==> config.mk <==
export PLATFORM = sky130hd
export DESIGN_NAME = jtag_mem_burst_engine_flat
export DESIGN_NICKNAME = d
export VERILOG_FILES = /design/src/rtl/jtag_mem_burst_engine_if.sv /design/src/rtl/jtag_mem_burst_engine.sv /design/src/flat_wrapper.sv
export SDC_FILE = /design/constraint.sdc
export NUM_CORES = 1
export LEC_CHECK = 0
export CAP_MARGIN = 25
export CORE_MARGIN = 1
export CORE_UTILIZATION = 25
export DETAILED_ROUTE_END_ITERATION = 8
export GPL_TIMING_DRIVEN = 0
export SLEW_MARGIN = 40
export SYNTH_ARGS = -nofsm -noshare
export SYNTH_HDL_FRONTEND = slang
export SYNTH_SLANG_ARGS = --single-unit
==> constraint.sdc <==
create_clock -name clk -period 5.66 [get_ports clk]
set_input_delay 0.849 -clock clk [delete_from_list [all_inputs] [get_ports clk]]
set_output_delay 0.849 -clock clk [all_outputs]
set_load 0.01 [all_outputs]
==> src/rtl/jtag_mem_burst_engine_if.sv <==
// Command, write/read beat and memory-port bundle for jtag_mem_burst_engine.
// slave is the engine's view; master is the JTAG command side plus the memory ports.
interface jtag_mem_burst_engine_if #(
  parameter int ADDR_WIDTH = 32,
  parameter int DATA_WIDTH = 32,
  parameter int NUM_PORTS  = 2,
  parameter int LEN_WIDTH  = 8
);
  logic                            cmd_valid;
  logic                            cmd_ready;
  logic                            cmd_write;
  logic [ADDR_WIDTH-1:0]           cmd_addr;
  logic [LEN_WIDTH-1:0]            cmd_len;
  logic                            abort;
  logic                            wr_data_valid;
  logic                            wr_data_ready;
  logic [DATA_WIDTH-1:0]           wr_data;
  logic                            rd_data_valid;
  logic                            rd_data_ready;
  logic [DATA_WIDTH-1:0]           rd_data;
  logic [NUM_PORTS-1:0]            mem_enable;
  logic                            mem_write;
  logic [ADDR_WIDTH-1:0]           mem_address;
  logic [DATA_WIDTH-1:0]           mem_write_data;
  logic [NUM_PORTS*DATA_WIDTH-1:0] mem_read_data;
  logic [NUM_PORTS-1:0]            mem_ready;
  logic [NUM_PORTS-1:0]            mem_error;

  modport slave (
    input  cmd_valid, cmd_write, cmd_addr, cmd_len, abort,
    output cmd_ready,
    input  wr_data_valid, wr_data,
    output wr_data_ready,
    output rd_data_valid, rd_data,
    input  rd_data_ready,
    output mem_enable, mem_write, mem_address, mem_write_data,
    input  mem_read_data, mem_ready, mem_error
  );

  modport master (
    output cmd_valid, cmd_write, cmd_addr, cmd_len, abort,
    input  cmd_ready,
    output wr_data_valid, wr_data,
    input  wr_data_ready,
    input  rd_data_valid, rd_data,
    output rd_data_ready,
    input  mem_enable, mem_write, mem_address, mem_write_data,
    output mem_read_data, mem_ready, mem_error
  );
endinterface

==> src/rtl/jtag_mem_burst_engine.sv <==
// Burst engine: JTAG burst commands -> auto-incrementing single-beat requests on NUM_PORTS memory ports.
// Optional running beat checksum enabled by defining JTAG_MEM_BURST_CHECKSUM_EN.
module jtag_mem_burst_engine #(
  parameter int         ADDR_WIDTH     = 32,
  parameter int         DATA_WIDTH     = 32,
  parameter int         NUM_PORTS      = 2,
  parameter int         PORT_SHIFT     = 12,
  parameter int         LEN_WIDTH      = 8,
  parameter int         TIMEOUT_CYCLES = 256,
  parameter logic [7:0] WR_MIN_LEVEL   = 8'h02
) (
  input  logic                  clk,
  input  logic                  reset,
  jtag_mem_burst_engine_if.slave bus,
  input  logic                  debug_mode,
  input  logic [7:0]            access_level,
  output logic                  busy,
  output logic                  done,
  output logic                  error,
  output logic [7:0]            error_code,
  output logic [LEN_WIDTH:0]    beat_count,
  output logic [31:0]           checksum
);
  localparam int PORT_W = (NUM_PORTS > 1) ? $clog2(NUM_PORTS) : 1;
  localparam int TMR_W  = $clog2(TIMEOUT_CYCLES);
  localparam logic [ADDR_WIDTH:0]   ADDR_STEP  = (ADDR_WIDTH+1)'(DATA_WIDTH / 8);
  localparam logic [LEN_WIDTH:0]    BEAT_ONE   = (LEN_WIDTH+1)'(1);
  localparam logic [TMR_W-1:0]      TMR_ONE    = TMR_W'(1);
  localparam logic [TMR_W-1:0]      TMR_LAST   = TMR_W'(TIMEOUT_CYCLES - 1);
  localparam logic [ADDR_WIDTH-1:0] PORT_LIMIT = ADDR_WIDTH'(NUM_PORTS);

  localparam logic [7:0] ERR_ACCESS  = 8'h01;
  localparam logic [7:0] ERR_MEM     = 8'h02;
  localparam logic [7:0] ERR_TIMEOUT = 8'h03;
  localparam logic [7:0] ERR_DECODE  = 8'h04;
  localparam logic [7:0] ERR_WRAP    = 8'h05;
  localparam logic [7:0] ERR_ABORT   = 8'h06;

  typedef enum logic [2:0] {IDLE, ISSUE, WAIT, DONE, ERR} state_t;

  state_t                 state_reg, state_next;
  logic [7:0]             fail_code;
  logic [ADDR_WIDTH-1:0]  addr_reg, addr_next;
  logic [LEN_WIDTH-1:0]   len_reg, len_next;
  logic                   write_reg, write_next;
  logic [PORT_W-1:0]      port_reg, port_next;
  logic [TMR_W-1:0]       timer_reg, timer_next;
  logic [NUM_PORTS-1:0]   mem_enable_reg, mem_enable_next;
  logic                   mem_write_reg, mem_write_next;
  logic [ADDR_WIDTH-1:0]  mem_address_reg, mem_address_next;
  logic [DATA_WIDTH-1:0]  mem_write_data_reg, mem_write_data_next;
  logic [DATA_WIDTH-1:0]  rd_data_reg, rd_data_next;
  logic                   rd_valid_reg, rd_valid_next;
  logic [LEN_WIDTH:0]     beat_count_reg, beat_count_next;
  logic                   error_reg, error_next;
  logic [7:0]             error_code_reg, error_code_next;
  logic                   done_reg, done_next;

  logic [DATA_WIDTH-1:0]  rd_slice [NUM_PORTS];
  logic [ADDR_WIDTH-1:0]  port_full;
  logic [PORT_W-1:0]      port_idx;
  logic                   decode_ok, issue_go, beat_ready, beat_err, beat_ok;
  logic                   last_beat, timer_hit, addr_carry;
  logic [ADDR_WIDTH:0]    addr_sum;
  logic [LEN_WIDTH:0]     beat_inc;

  for (genvar gi = 0; gi < NUM_PORTS; gi++) begin : g_slice
    assign rd_slice[gi] = bus.mem_read_data[gi*DATA_WIDTH +: DATA_WIDTH];
  end

  assign port_full  = addr_reg >> PORT_SHIFT;
  assign decode_ok  = port_full < PORT_LIMIT;
  assign port_idx   = port_full[PORT_W-1:0];
  // A read beat may only go out once the previous one has been taken.
  assign issue_go   = (state_reg == ISSUE) && decode_ok &&
                      (write_reg ? bus.wr_data_valid : !rd_valid_reg);
  assign beat_ready = bus.mem_ready[port_reg];
  assign beat_err   = bus.mem_error[port_reg];
  assign beat_ok    = (state_reg == WAIT) && !bus.abort && beat_ready && !beat_err;
  assign beat_inc   = beat_count_reg + BEAT_ONE;
  assign last_beat  = beat_inc == ({1'b0, len_reg} + BEAT_ONE);
  assign timer_hit  = timer_reg == TMR_LAST;
  assign addr_sum   = {1'b0, addr_reg} + ADDR_STEP;
  assign addr_carry = addr_sum[ADDR_WIDTH];

  always_ff @(posedge clk or posedge reset) begin
    if (reset) state_reg <= IDLE;
    else       state_reg <= state_next;
  end

  // DONE and ERR last a single cycle, so abort is only honoured while a beat is pending.
  always_comb begin
    state_next = state_reg;
    fail_code  = 8'h00;
    case (state_reg)
      IDLE: if (bus.cmd_valid) begin
        if (bus.cmd_write && !debug_mode && (access_level < WR_MIN_LEVEL)) begin
          state_next = ERR;
          fail_code  = ERR_ACCESS;
        end else begin
          state_next = ISSUE;
        end
      end
      ISSUE: begin
        if (bus.abort) begin
          state_next = ERR;
          fail_code  = ERR_ABORT;
        end else if (!decode_ok) begin
          state_next = ERR;
          fail_code  = ERR_DECODE;
        end else if (issue_go) begin
          state_next = WAIT;
        end
      end
      WAIT: begin
        if (bus.abort) begin
          state_next = ERR;
          fail_code  = ERR_ABORT;
        end else if (beat_ready) begin
          if (beat_err) begin
            state_next = ERR;
            fail_code  = ERR_MEM;
          end else if (last_beat) begin
            state_next = DONE;
          end else if (addr_carry) begin
            state_next = ERR;
            fail_code  = ERR_WRAP;
          end else begin
            state_next = ISSUE;
          end
        end else if (timer_hit) begin
          state_next = ERR;
          fail_code  = ERR_TIMEOUT;
        end
      end
      default: state_next = IDLE;
    endcase
  end

  always_comb begin
    addr_next           = addr_reg;
    len_next            = len_reg;
    write_next          = write_reg;
    port_next           = port_reg;
    timer_next          = timer_reg;
    mem_enable_next     = mem_enable_reg;
    mem_write_next      = mem_write_reg;
    mem_address_next    = mem_address_reg;
    mem_write_data_next = mem_write_data_reg;
    rd_data_next        = rd_data_reg;
    rd_valid_next       = rd_valid_reg && !bus.rd_data_ready;
    beat_count_next     = beat_count_reg;
    error_next          = error_reg;
    error_code_next     = error_code_reg;
    done_next           = (state_next == DONE);
    case (state_reg)
      IDLE: if (bus.cmd_valid) begin
        addr_next       = bus.cmd_addr;
        len_next        = bus.cmd_len;
        write_next      = bus.cmd_write;
        beat_count_next = '0;
        error_next      = 1'b0;
        error_code_next = 8'h00;
      end
      ISSUE: if (!bus.abort && issue_go) begin
        mem_enable_next     = NUM_PORTS'(1) << port_idx;
        mem_write_next      = write_reg;
        mem_address_next    = addr_reg;
        mem_write_data_next = write_reg ? bus.wr_data : '0;
        port_next           = port_idx;
        timer_next          = '0;
      end
      WAIT: begin
        if (bus.abort || beat_ready || timer_hit) mem_enable_next = '0;
        else                                      timer_next      = timer_reg + TMR_ONE;
        if (beat_ok) begin
          beat_count_next = beat_inc;
          addr_next       = addr_sum[ADDR_WIDTH-1:0];
          if (!mem_write_reg) begin
            rd_data_next  = rd_slice[port_reg];
            rd_valid_next = 1'b1;
          end
        end
      end
      default: ;
    endcase
    if (fail_code != 8'h00) begin
      error_next      = 1'b1;
      error_code_next = fail_code;
    end
  end

  always_ff @(posedge clk or posedge reset) begin
    if (reset) begin
      addr_reg           <= '0;
      len_reg            <= '0;
      write_reg          <= 1'b0;
      port_reg           <= '0;
      timer_reg          <= '0;
      mem_enable_reg     <= '0;
      mem_write_reg      <= 1'b0;
      mem_address_reg    <= '0;
      mem_write_data_reg <= '0;
      rd_data_reg        <= '0;
      rd_valid_reg       <= 1'b0;
      beat_count_reg     <= '0;
      error_reg          <= 1'b0;
      error_code_reg     <= 8'h00;
      done_reg           <= 1'b0;
    end else begin
      addr_reg           <= addr_next;
      len_reg            <= len_next;
      write_reg          <= write_next;
      port_reg           <= port_next;
      timer_reg          <= timer_next;
      mem_enable_reg     <= mem_enable_next;
      mem_write_reg      <= mem_write_next;
      mem_address_reg    <= mem_address_next;
      mem_write_data_reg <= mem_write_data_next;
      rd_data_reg        <= rd_data_next;
      rd_valid_reg       <= rd_valid_next;
      beat_count_reg     <= beat_count_next;
      error_reg          <= error_next;
      error_code_reg     <= error_code_next;
      done_reg           <= done_next;
    end
  end

`ifdef JTAG_MEM_BURST_CHECKSUM_EN
  logic [31:0]           checksum_reg;
  logic [DATA_WIDTH-1:0] beat_data;

  assign beat_data = mem_write_reg ? mem_write_data_reg : rd_slice[port_reg];

  always_ff @(posedge clk or posedge reset) begin
    if (reset)                                     checksum_reg <= '0;
    else if (state_reg == IDLE && bus.cmd_valid)   checksum_reg <= '0;
    else if (beat_ok)                              checksum_reg <= checksum_reg + 32'(beat_data);
  end

  assign checksum = checksum_reg;
`else
  assign checksum = '0;
`endif

  assign bus.cmd_ready      = (state_reg == IDLE);
  assign bus.wr_data_ready  = (state_reg == ISSUE) && write_reg && decode_ok;
  assign bus.rd_data_valid  = rd_valid_reg;
  assign bus.rd_data        = rd_data_reg;
  assign bus.mem_enable     = mem_enable_reg;
  assign bus.mem_write      = mem_write_reg;
  assign bus.mem_address    = mem_address_reg;
  assign bus.mem_write_data = mem_write_data_reg;
  assign busy               = (state_reg != IDLE);
  assign done               = done_reg;
  assign error              = error_reg;
  assign error_code         = error_code_reg;
  assign beat_count         = beat_count_reg;
endmodule

==> src/flat_wrapper.sv <==
// flat-port wrapper written by rule: the top's interface ports become plain ports
module jtag_mem_burst_engine_flat 
#(
  parameter int         ADDR_WIDTH     = 32,
  parameter int         DATA_WIDTH     = 32,
  parameter int         NUM_PORTS      = 2,
  parameter int         PORT_SHIFT     = 12,
  parameter int         LEN_WIDTH      = 8,
  parameter int         TIMEOUT_CYCLES = 256,
  parameter logic [7:0] WR_MIN_LEVEL   = 8'h02
)
  (clk, reset, debug_mode, access_level, busy, done, error, error_code, beat_count, checksum, bus_cmd_valid, bus_cmd_write, bus_cmd_addr, bus_cmd_len, bus_abort, bus_cmd_ready, bus_wr_data_valid, bus_wr_data, bus_wr_data_ready, bus_rd_data_valid, bus_rd_data, bus_rd_data_ready, bus_mem_enable, bus_mem_write, bus_mem_address, bus_mem_write_data, bus_mem_read_data, bus_mem_ready, bus_mem_error);
  jtag_mem_burst_engine_if #(.ADDR_WIDTH(ADDR_WIDTH), .DATA_WIDTH(DATA_WIDTH), .NUM_PORTS(NUM_PORTS), .LEN_WIDTH(LEN_WIDTH)) bus_i ();
  input  logic clk;
  input  logic reset;
  input  logic debug_mode;
  input  logic [7:0] access_level;
  output logic busy;
  output logic done;
  output logic error;
  output logic [7:0] error_code;
  output logic [LEN_WIDTH:0] beat_count;
  output logic [31:0] checksum;
  input wire logic [$bits(bus_i.cmd_valid)-1:0] bus_cmd_valid;
  input wire logic [$bits(bus_i.cmd_write)-1:0] bus_cmd_write;
  input wire logic [$bits(bus_i.cmd_addr)-1:0] bus_cmd_addr;
  input wire logic [$bits(bus_i.cmd_len)-1:0] bus_cmd_len;
  input wire logic [$bits(bus_i.abort)-1:0] bus_abort;
  output wire logic [$bits(bus_i.cmd_ready)-1:0] bus_cmd_ready;
  input wire logic [$bits(bus_i.wr_data_valid)-1:0] bus_wr_data_valid;
  input wire logic [$bits(bus_i.wr_data)-1:0] bus_wr_data;
  output wire logic [$bits(bus_i.wr_data_ready)-1:0] bus_wr_data_ready;
  output wire logic [$bits(bus_i.rd_data_valid)-1:0] bus_rd_data_valid;
  output wire logic [$bits(bus_i.rd_data)-1:0] bus_rd_data;
  input wire logic [$bits(bus_i.rd_data_ready)-1:0] bus_rd_data_ready;
  output wire logic [$bits(bus_i.mem_enable)-1:0] bus_mem_enable;
  output wire logic [$bits(bus_i.mem_write)-1:0] bus_mem_write;
  output wire logic [$bits(bus_i.mem_address)-1:0] bus_mem_address;
  output wire logic [$bits(bus_i.mem_write_data)-1:0] bus_mem_write_data;
  input wire logic [$bits(bus_i.mem_read_data)-1:0] bus_mem_read_data;
  input wire logic [$bits(bus_i.mem_ready)-1:0] bus_mem_ready;
  input wire logic [$bits(bus_i.mem_error)-1:0] bus_mem_error;
  assign bus_i.cmd_valid = bus_cmd_valid;
  assign bus_i.cmd_write = bus_cmd_write;
  assign bus_i.cmd_addr = bus_cmd_addr;
  assign bus_i.cmd_len = bus_cmd_len;
  assign bus_i.abort = bus_abort;
  assign bus_cmd_ready = bus_i.cmd_ready;
  assign bus_i.wr_data_valid = bus_wr_data_valid;
  assign bus_i.wr_data = bus_wr_data;
  assign bus_wr_data_ready = bus_i.wr_data_ready;
  assign bus_rd_data_valid = bus_i.rd_data_valid;
  assign bus_rd_data = bus_i.rd_data;
  assign bus_i.rd_data_ready = bus_rd_data_ready;
  assign bus_mem_enable = bus_i.mem_enable;
  assign bus_mem_write = bus_i.mem_write;
  assign bus_mem_address = bus_i.mem_address;
  assign bus_mem_write_data = bus_i.mem_write_data;
  assign bus_i.mem_read_data = bus_mem_read_data;
  assign bus_i.mem_ready = bus_mem_ready;
  assign bus_i.mem_error = bus_mem_error;
  jtag_mem_burst_engine #(.ADDR_WIDTH(ADDR_WIDTH), .DATA_WIDTH(DATA_WIDTH), .NUM_PORTS(NUM_PORTS), .PORT_SHIFT(PORT_SHIFT), .LEN_WIDTH(LEN_WIDTH), .TIMEOUT_CYCLES(TIMEOUT_CYCLES), .WR_MIN_LEVEL(WR_MIN_LEVEL)) u_core (.clk(clk), .reset(reset), .bus(bus_i), .debug_mode(debug_mode), .access_level(access_level), .busy(busy), .done(done), .error(error), .error_code(error_code), .beat_count(beat_count), .checksum(checksum));
endmodule
Run 1, sequential cells grouped by signal name:
The bar under the picture is 50 um long. Other sequential cells in the stronger grey, the rest of the logic in the fainter grey.
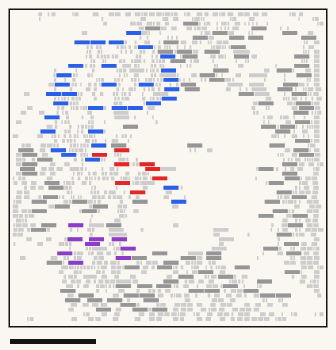
| netlist name | colour | sequential cells |
|---|---|---|
| `u_core.addr_reg` | blue | 32 |
| `u_core.timer_reg` | red | 8 |
| `u_core.beat_count` | purple | 9 |
not coloured: 117

Run 1, gate families picked out:
The bar under the picture is 50 um long.
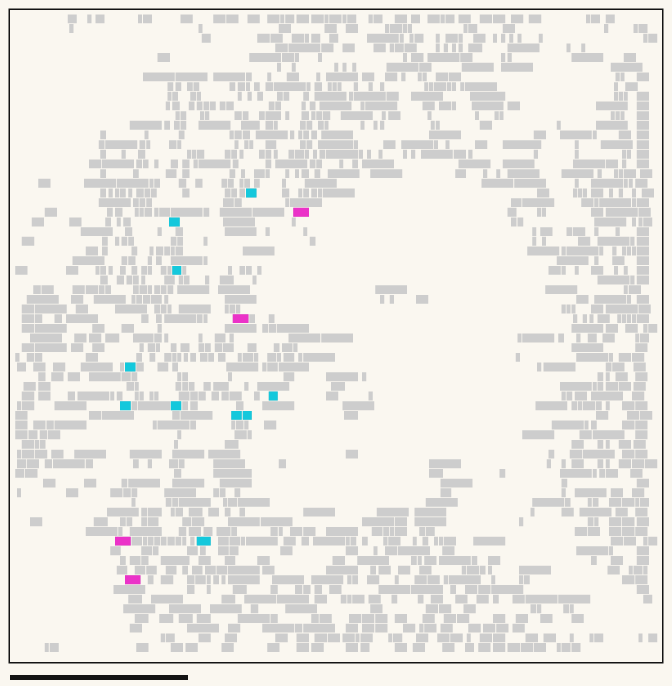
| family | colour | cells | most used |
|---|---|---|---|
| non-inverting ao/oa cells | cyan | 10 | a211o_1 |
| fa/ha/maj cells | magenta | 4 | ha_1 |

Run 1, drive-strength map:
The bar under the picture is 50 um long.
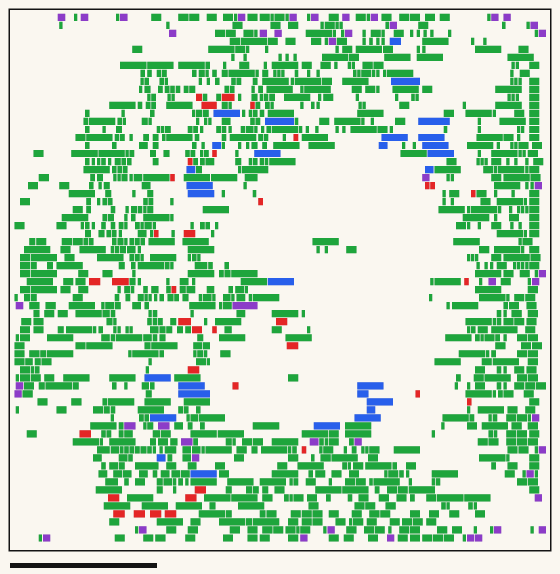
| size | colour | cells |
|---|---|---|
| x3 and x4 | purple | 46 |
| x2 | red | 36 |
| x1 and smaller | green | 1,132 |
| x6 and larger | blue | 29 |

==> run notes, run 1 <==
yosys + openroad results -> Clock power frac=33.7%, Hold Path End=u_core.bus.mem_write_data[21]$_DFFE_PP0P_, TritonRoute pass-1 iters=5, # hold bufs at CTS=0, max-cap violation count=0, WP buf/inv=2, Tool Warnings=27, Critical Path End Type=output port, Slowest-stage cell, CP=clkdlybuf4s50_1, R2R Path End=u_core.bus.mem_address[5]$_DFFE_PP0P_, NetSw=1.15 mW, count of library flops with an enable pin=0, Max Clk Rate=0.281 GHz, Arrival @ worst endpoint=2700 ps, run status=finished clean, Seq pwr share=43.2%, Routed WL=25.7 mm, PortBufs=271, sequential share of the synthesized area=50.5%, CTS tree=built, GRT overflow=0, Initial Util=25.3%, top cell family by delay on the critical path=simple AND/OR/NAND/NOR gates, most frequent cell after synthesis=nand2_1, cell count in the Yosys report=902, top cells by area=dfrtp_1 51%, nand2_1 8.7%, a21oi_1 5.1%, slowest stage delay, CP=590 ps, relative slew slack=47.1%, total number of vias=7,452, PD cells=291 mW/mm2, DP Area=0.0117 mm2, clk root buf=clkbuf_16, yosys synthesis chip area=0.00822 mm2, Die Size=0.0336 mm2, post-route cell area=0.0123 mm2, critical path launch point type=register, Post-synth ARST share=100%
[run 1: how the worst max path moves through the flow]
stage | end | slack [ps] | depth (start not counted)
finish | bus_wr_data_ready | 2110 | 6
floorplan | u_core.addr_reg[0]$_DFFE_PP0P_ | 320 | 1
detailed placement | u_core.bus.rd_data[13]$_DFFE_PP0P_ | 2440 | 6
global route | bus_wr_data_ready | 1840 | 6
global placement | u_core.len_reg[1]$_DFFE_PP0P_ | -2410 | 2
CTS | bus_wr_data_ready | 2010 | 6
[run 1: kinds of logic after synthesis]
| family | after synthesis | share of synthesized area, % |
|---|---|---|
| compound gates | 170 | 11.5 |
| xor+xnor | 24 | 2.72 |
| fa+ha+maj | 4 | 0.609 |
| buf+inv | 96 | 6.33 |
| flops | 166 | 50.5 |
| mux | 49 | 6.16 |
| other cells | 1 | 0.0456 |
| simple gates | 392 | 22.1 |
[run 1: power by group through the flow]
stage,Sequential (mW),Combinational [mW],Clock [mW]
after floorplan,1.52,0.519,0
after global placement,1.56,0.808,0
after detailed placement,1.56,0.820,0
after CTS,1.54,0.825,1.25
after global routing,1.57,0.918,1.30
final,1.55,0.825,1.21
[run 1: layout by cell type (no fill, tap or decap), drive strengths merged, types with 7 or more instances in the layout]
cell type      synthesis  layout
clkbuf                36      53
and3                  17      17
nand3                 38      38
dfrtp                166     166
buf                   51      53
xor2                   8       8
inv                    9      16
clkdlybuf4s50          0     271
mux2                  13      13
nor3                   9       9
o21ai                 52      52
o22ai                 10      10
a21oi                 84      84
nor2b                 24      24
nor2                  68      68
mux2i                 36      36
nand2b                 7       7
nand4                 11      11
nand2                190     190
conb                   1      37
nor4                   8       8
xnor2                 15      15
[run 1: layout make-up]
type	count	area (um2)
Buffer	87	487
Clock buffer	17	425
Clock inverter	15	165
Fill cell	3343	20200
Inverter	9	41.3
Multi-Input combinational cell	676	3690
Sequential cell	166	4150
Tap cell	442	553
Timing Repair Buffer	273	2770
[run 1: per-layer routing]
metal	GRT usage [%]	vias up	share of wire [%]
met5	0	-	0
met4	4.73	0	1.7
met3	4.03	24	6.2
met2	25.5	246	47
met1	20.0	3520	45
li1	-	3662	-
[run 1: per-stage QoR]
stage / hold slack (ps) / utilization [%]
floorplan: 440 / -
global placement: 451 / 35.8
detailed placement: 454 / 36.0
CTS: 470 / 37.8
global route: 498 / 37.9
finish: 464 / 37.9
[run 1: worst register-to-register path: cells and delay by family, from the launching register on]
| kind | cells | cell delay [ps] |
|---|---|---|
| DFF | 1 | 360 |
| buffers and inverters | 3 | 850 |
| and+or+nand+nor | 6 | 1520 |
Run 1, routing congestion map:
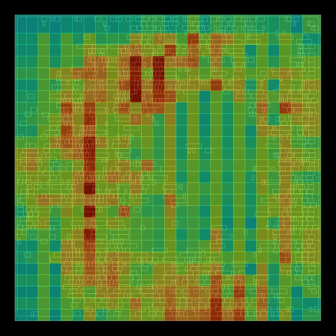

==> run 2, diff against run 1 <==
==> constraint.sdc (replaced) <==
create_clock -name clk -period 3.5 [get_ports clk]
set_input_delay 0.525 -clock clk [delete_from_list [all_inputs] [get_ports clk]]
set_output_delay 0.525 -clock clk [all_outputs]
set_load 0.01 [all_outputs]
Run 2, routing congestion map:
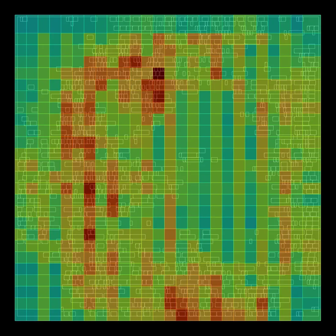
GRT Util Overall: 15.4%
wire length per cell: 15.2 um
met1 usage: 19.3%
GR Layer Usage met3: 3.65%
Top Usage Layer GRT: met2

Run 2, gate families picked out:
The bar under the picture is 50 um long.
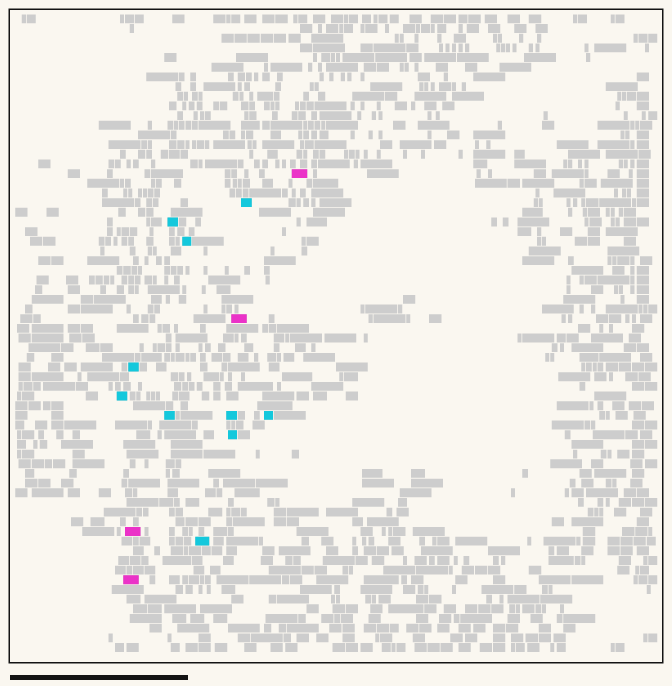
| family | colour | cells | most used |
|---|---|---|---|
| fa/ha/maj cells | magenta | 4 | ha_1 |
| non-inverting ao/oa cells | cyan | 10 | a211o_1 |

==> run notes, run 2 <==
yosys + openroad results -> setup ws final=228 ps (was 2110 ps), Filler Cells Inserted=3,265 (was 3,343), Max Clk Rate=0.306 GHz, max-cap violation count=0 (unchanged), logic area=0.00369 mm2 (unchanged), post-synth top area cell=dfrtp_1 (unchanged), CTS tree=built (unchanged), run status=finished clean (unchanged), yosys synthesis chip area=0.00822 mm2 (unchanged), Critical Path End Type=output port (unchanged), cell count in the Yosys report=902 (unchanged), PD cells=463 mW/mm2 (was 291 mW/mm2), most frequent cell after synthesis=nand2_1 (unchanged), PortBufs=271 (unchanged), Flop area=0.00415 mm2 (unchanged), worst setup path endpoint=bus_wr_data_ready (unchanged), top sig layer=met4 (unchanged), Post-synth ARST share=100% (unchanged), Slowest-stage cell, CP=clkdlybuf4s50_1 (unchanged), Arrival @ worst endpoint=2750 ps (was 2700 ps), met1 wire length=11.2 mm (was 11.6 mm), Initial Util=25.3% (unchanged), relative slew slack=48.2% (was 47.1%), top cells by area=dfrtp_1 51%, nand2_1 8.7%, a21oi_1 5.1% (unchanged), Routed WL=25.6 mm (was 25.7 mm), slowest stage delay, CP=600 ps (was 590 ps), met3 routed WL=1.67 mm (was 1.61 mm), Top cell excl fill/tap=clkdlybuf4s50_1 (unchanged), Die Size=0.0336 mm2 (unchanged), clk root buf=clkbuf_16 (unchanged), TritonRoute pass-1 iters=5 (unchanged), sequential share of the synthesized area=50.5% (unchanged), R2R Path End=u_core.bus.mem_address[1]$_DFFE_PP0P_ (was u_core.bus.mem_address[5]$_DFFE_PP0P_), count of library flops with an enable pin=0 (unchanged), Core ar.=0.0325 mm2 (unchanged), metal2 WL=12.5 mm (was 12.1 mm)
Run 2, sequential cells grouped by signal name:
The bar under the picture is 50 um long. Other sequential cells in the stronger grey, the rest of the logic in the fainter grey.
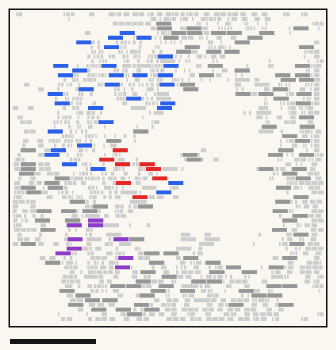
| netlist name | colour | sequential cells |
|---|---|---|
| `u_core.timer_reg` | red | 8 |
| `u_core.addr_reg` | blue | 32 |
| `u_core.beat_count` | purple | 9 |
not coloured: 117

-- run 2: final cells by class --
cell class | count | share of cell area, %
flip-flops and latches | 166 | 33.5
multi-input cells | 676 | 29.7
repair buffers | 279 | 23.4
well taps | 442 | 4.46
plain buffers | 87 | 3.92
clock buffers | 17 | 3.43
clock inverters | 15 | 1.30
inverters | 9 | 0.303
-- run 2: worst min-delay path by stage --
stage                                                  start                                       end  cells past startpoint
floorplan                     u_core.addr_reg[0]$_DFFE_PP0P_     u_core.bus.mem_address[0]$_DFFE_PP0P_                      2
global placement    u_core.bus.mem_write_data[3]$_DFFE_PP0P_  u_core.bus.mem_write_data[3]$_DFFE_PP0P_                      2
detailed placement  u_core.bus.mem_write_data[3]$_DFFE_PP0P_  u_core.bus.mem_write_data[3]$_DFFE_PP0P_                      2
CTS                                                    reset        u_core.bus.rd_data[19]$_DFFE_PP0P_                      2
global route                                           reset        u_core.bus.rd_data[19]$_DFFE_PP0P_                      2
finish                                                 reset        u_core.bus.rd_data[23]$_DFFE_PP0P_                      2
-- run 2: layer usage --
| layer | vias up | track usage [%] |
|---|---|---|
| li1 | 3681 | - |
| met1 | 3572 | 19.3 |
| met2 | 242 | 26.7 |
| met3 | 20 | 3.65 |
| met4 | 0 | 3.60 |
| met5 | - | 0 |
-- run 2: through the flow --
stage	TNS, ps	instance area (um2)	util [%]	hold WS [ps]
2_1_floorplan	0	8360	-	440
3_3_place_gp	-117960	11600	35.8	450
3_5_place_dp	0	11800	36.4	455
4_1_cts	0	12400	38.2	452
5_1_grt	0	12400	38.2	476
6_report	0	12400	38.2	453
-- run 2: worst max-delay path: cells and delay by family, from the launching register on --
kind / cells / cell delay [ps]
DFF: 1 / 360
buffers and inverters: 2 / 760
and+or+nand+nor: 4 / 1190
-- run 2: power breakdown --
group	switching [mW]	internal [mW]
Clock	0.932	0.958
Sequential	0.314	2.19
Combinational	0.669	0.676
-- run 2: logic make-up (layout without fill, tap and decap cells) --
group	after synthesis	in the layout	share of synthesized area, %
flops	166	166	50.5
xor+xnor	24	24	2.72
buf+inv	96	407	6.33
simple gates	392	392	22.1
fa+ha+maj	4	4	0.609
mux	49	49	6.16
compound gates	170	170	11.5
other cells	1	37	0.0456
Run 2, placed cells, one colour a class:
The bar under the picture is 50 um long.
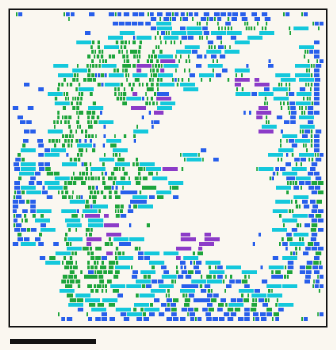

==> run 3, diff against run 2 <==
--- a/config.mk
+++ b/config.mk
@@ -7,9 +7,10 @@
 export LEC_CHECK = 0
 export CAP_MARGIN = 25
 export CORE_MARGIN = 1
-export CORE_UTILIZATION = 25
+export CORE_UTILIZATION = 45
 export DETAILED_ROUTE_END_ITERATION = 8
 export GPL_TIMING_DRIVEN = 0
+export PLACE_DENSITY = 0.81
 export SLEW_MARGIN = 40
 export SYNTH_ARGS = -nofsm -noshare
 export SYNTH_HDL_FRONTEND = slang
Run 3, placed cells, one colour a class:
The bar under the picture is 50 um long.
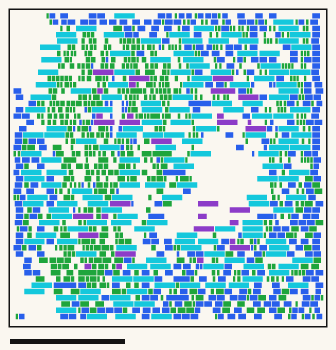
| class | colour | cells | share of their area |
|---|---|---|---|
| clock drivers and dummy loads | purple | 31 | 4.8% |
| remaining logic cells | green | 685 | 32% |
| remaining buffers and delay cells | blue | 365 | 29% |
| registers | cyan | 166 | 35% |

Run 3, gate families picked out:
The bar under the picture is 50 um long.
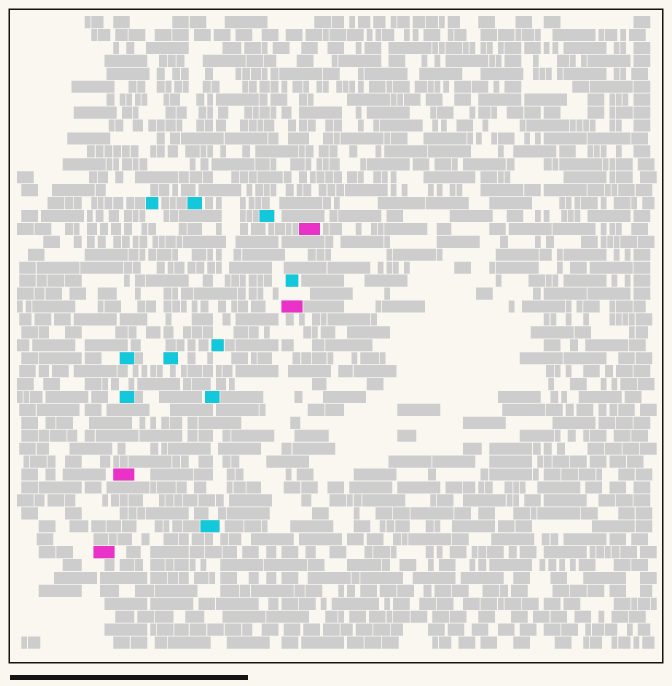
| family | colour | cells | most used |
|---|---|---|---|
| fa/ha/maj cells | magenta | 4 | ha_1 |
| non-inverting ao/oa cells | cyan | 10 | a211o_1 |

Run 3, drive-strength map:
The bar under the picture is 50 um long.
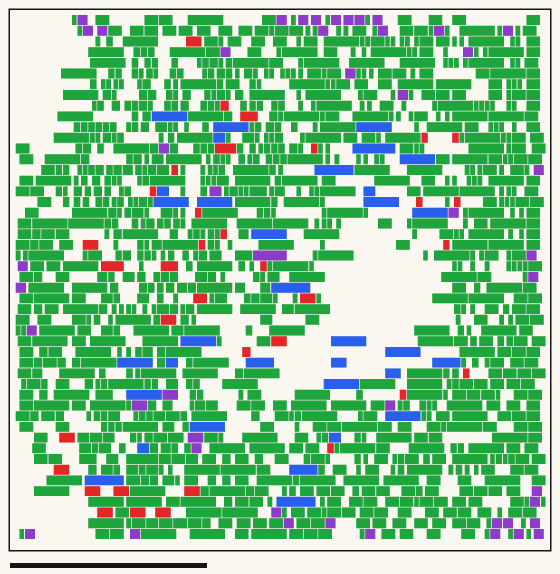
| size | colour | cells |
|---|---|---|
| x3 and x4 | purple | 47 |
| x2 | red | 35 |
| x6 and larger | blue | 33 |
| x1 and smaller | green | 1,132 |

==> run notes, run 3 <==
yosys + openroad results -> total negative setup slack=0 ps (unchanged), # hold bufs at CTS=0 (unchanged), PortBufs=271 (unchanged), GRT overflow=0 (unchanged), adder share=0.609% (unchanged), Die Size=0.0188 mm2 (was 0.0336 mm2), top cells by area=dfrtp_1 51%, nand2_1 8.7%, a21oi_1 5.1% (unchanged), Arrival @ worst endpoint=2690 ps (was 2750 ps), wire length per cell=16.2 um (was 15.2 um), R2R Path End=u_core.bus.rd_data[20]$_DFFE_PP0P_ (was u_core.bus.mem_address[1]$_DFFE_PP0P_), Post-synth ARST share=100% (unchanged), CTS tree=built (unchanged), most frequent cell after synthesis=nand2_1 (unchanged), Top cell excl fill/tap=clkdlybuf4s50_1 (unchanged), post-route cell area=0.0121 mm2 (was 0.0124 mm2), max-cap violation count=0 (unchanged), relative slew slack=50.6% (was 48.2%), GRT Util Overall=25.8% (was 15.4%), cell count in the Yosys report=902 (unchanged), Compound Share, Synth=11.5% (unchanged), Worst-Margin Slew=742 ps (was 778 ps), main logic family after synthesis=simple AND/OR/NAND/NOR gates (unchanged), TritonRoute pass-1 iters=5 (unchanged), unique cell type count in the Yosys netlist=56 (unchanged), total number of vias=7,682 (was 7,515), Util after Layout=67.4% (was 38.2%), Tool Warnings=27 (unchanged), run status=finished clean (unchanged), critical path launch point type=register (unchanged), sequential share of the synthesized area=50.5% (unchanged), Mux cell area share=6.16% (unchanged), Top cells excl fill/tap=271 x clkdlybuf4s50_1, 190 x nand2_1, 166 x dfrtp_1 (unchanged), post-synth top area cell=dfrtp_1 (unchanged), DP Area=0.0115 mm2 (was 0.0118 mm2), clk root buf=clkbuf_16 (unchanged), Critical Path End Type=output port (unchanged), H-tree depth=4 (unchanged), count of library flops with an enable pin=0 (unchanged), top cells by count, synth=190 x nand2_1, 166 x dfrtp_1, 84 x a21oi_1, 67 x nor2_1, 52 x o21ai_0 (unchanged), DR vias/cell=5.20 (was 4.44), simple-gate share of the synthesized area=22.1% (unchanged), worst hold slack=461 ps (was 453 ps), Routed WL=23.9 mm (was 25.6 mm), Die Span Y=137 um (was 183 um), Core ar.=0.0180 mm2 (was 0.0325 mm2)
-- run 3: cell types whose count changed in the layout (fill, tap and decap cells not counted) --
cell / change
clkinv_8: -3
inv_6: +2
inv_8: -2
buf_8: -1
bufinv_16: +1
clkinv_2: +1
clkinv_4: -1
clkinvlp_4: +1
diode_2: +1
-- run 3: per-layer routing --
layer / track usage, % / vias up / part of all wire [%]
li1: - / 3670 / -
met1: 32.3 / 3628 / 41
met2: 43.2 / 335 / 49
met3: 5.11 / 49 / 7.2
met4: 11.2 / 0 / 3.0
met5: 0 / - / 0
-- run 3: worst max path at each step --
stage                                           endpoint  cells after the start
6_report                               bus_wr_data_ready                      6
5_1_grt                                bus_wr_data_ready                      5
2_1_floorplan             u_core.addr_reg[0]$_DFFE_PP0P_                      1
4_1_cts                                bus_wr_data_ready                      5
3_5_place_dp           u_core.bus.rd_data[2]$_DFFE_PP0P_                      6
3_3_place_gp   u_core.bus.mem_write_data[17]$_DFFE_PP0P_                      2
-- run 3: cell type report --
class                   instances  area [um2]
diodes                          1        2.50
plain buffers                  87         487
clock buffers                  17         425
clock inverters                14         141
fillers                      1446        5860
inverters                       9        37.5
multi-input cells             676        3690
flip-flops and latches        166        4150
well taps                     229         287
repair buffers                278        2880
-- run 3: power by group --
part	internal [mW]	total (mW)	switching, mW
clock	0.998	1.81	0.813
sequential	2.19	2.51	0.313
combinational	0.675	1.35	0.674
total	3.87	5.67	1.80
-- run 3: critical path, cell delays in order (launching register included) --
cell,delay [ps]
dfrtp_1,360
buf_2,160
nor4_1,320
nand4_1,260
or3_1,450
nor2_1,150
clkdlybuf4s50_1,570
-- run 3: logic make-up (layout without fill, tap and decap cells) --
logic type	after synthesis	in the layout
compound gates	170	170
other cells	1	38
xor+xnor	24	24
mux	49	49
flops	166	166
buf+inv	96	405
fa+ha+maj	4	4
simple gates	392	392
Power and IR drop assume default switching activity.
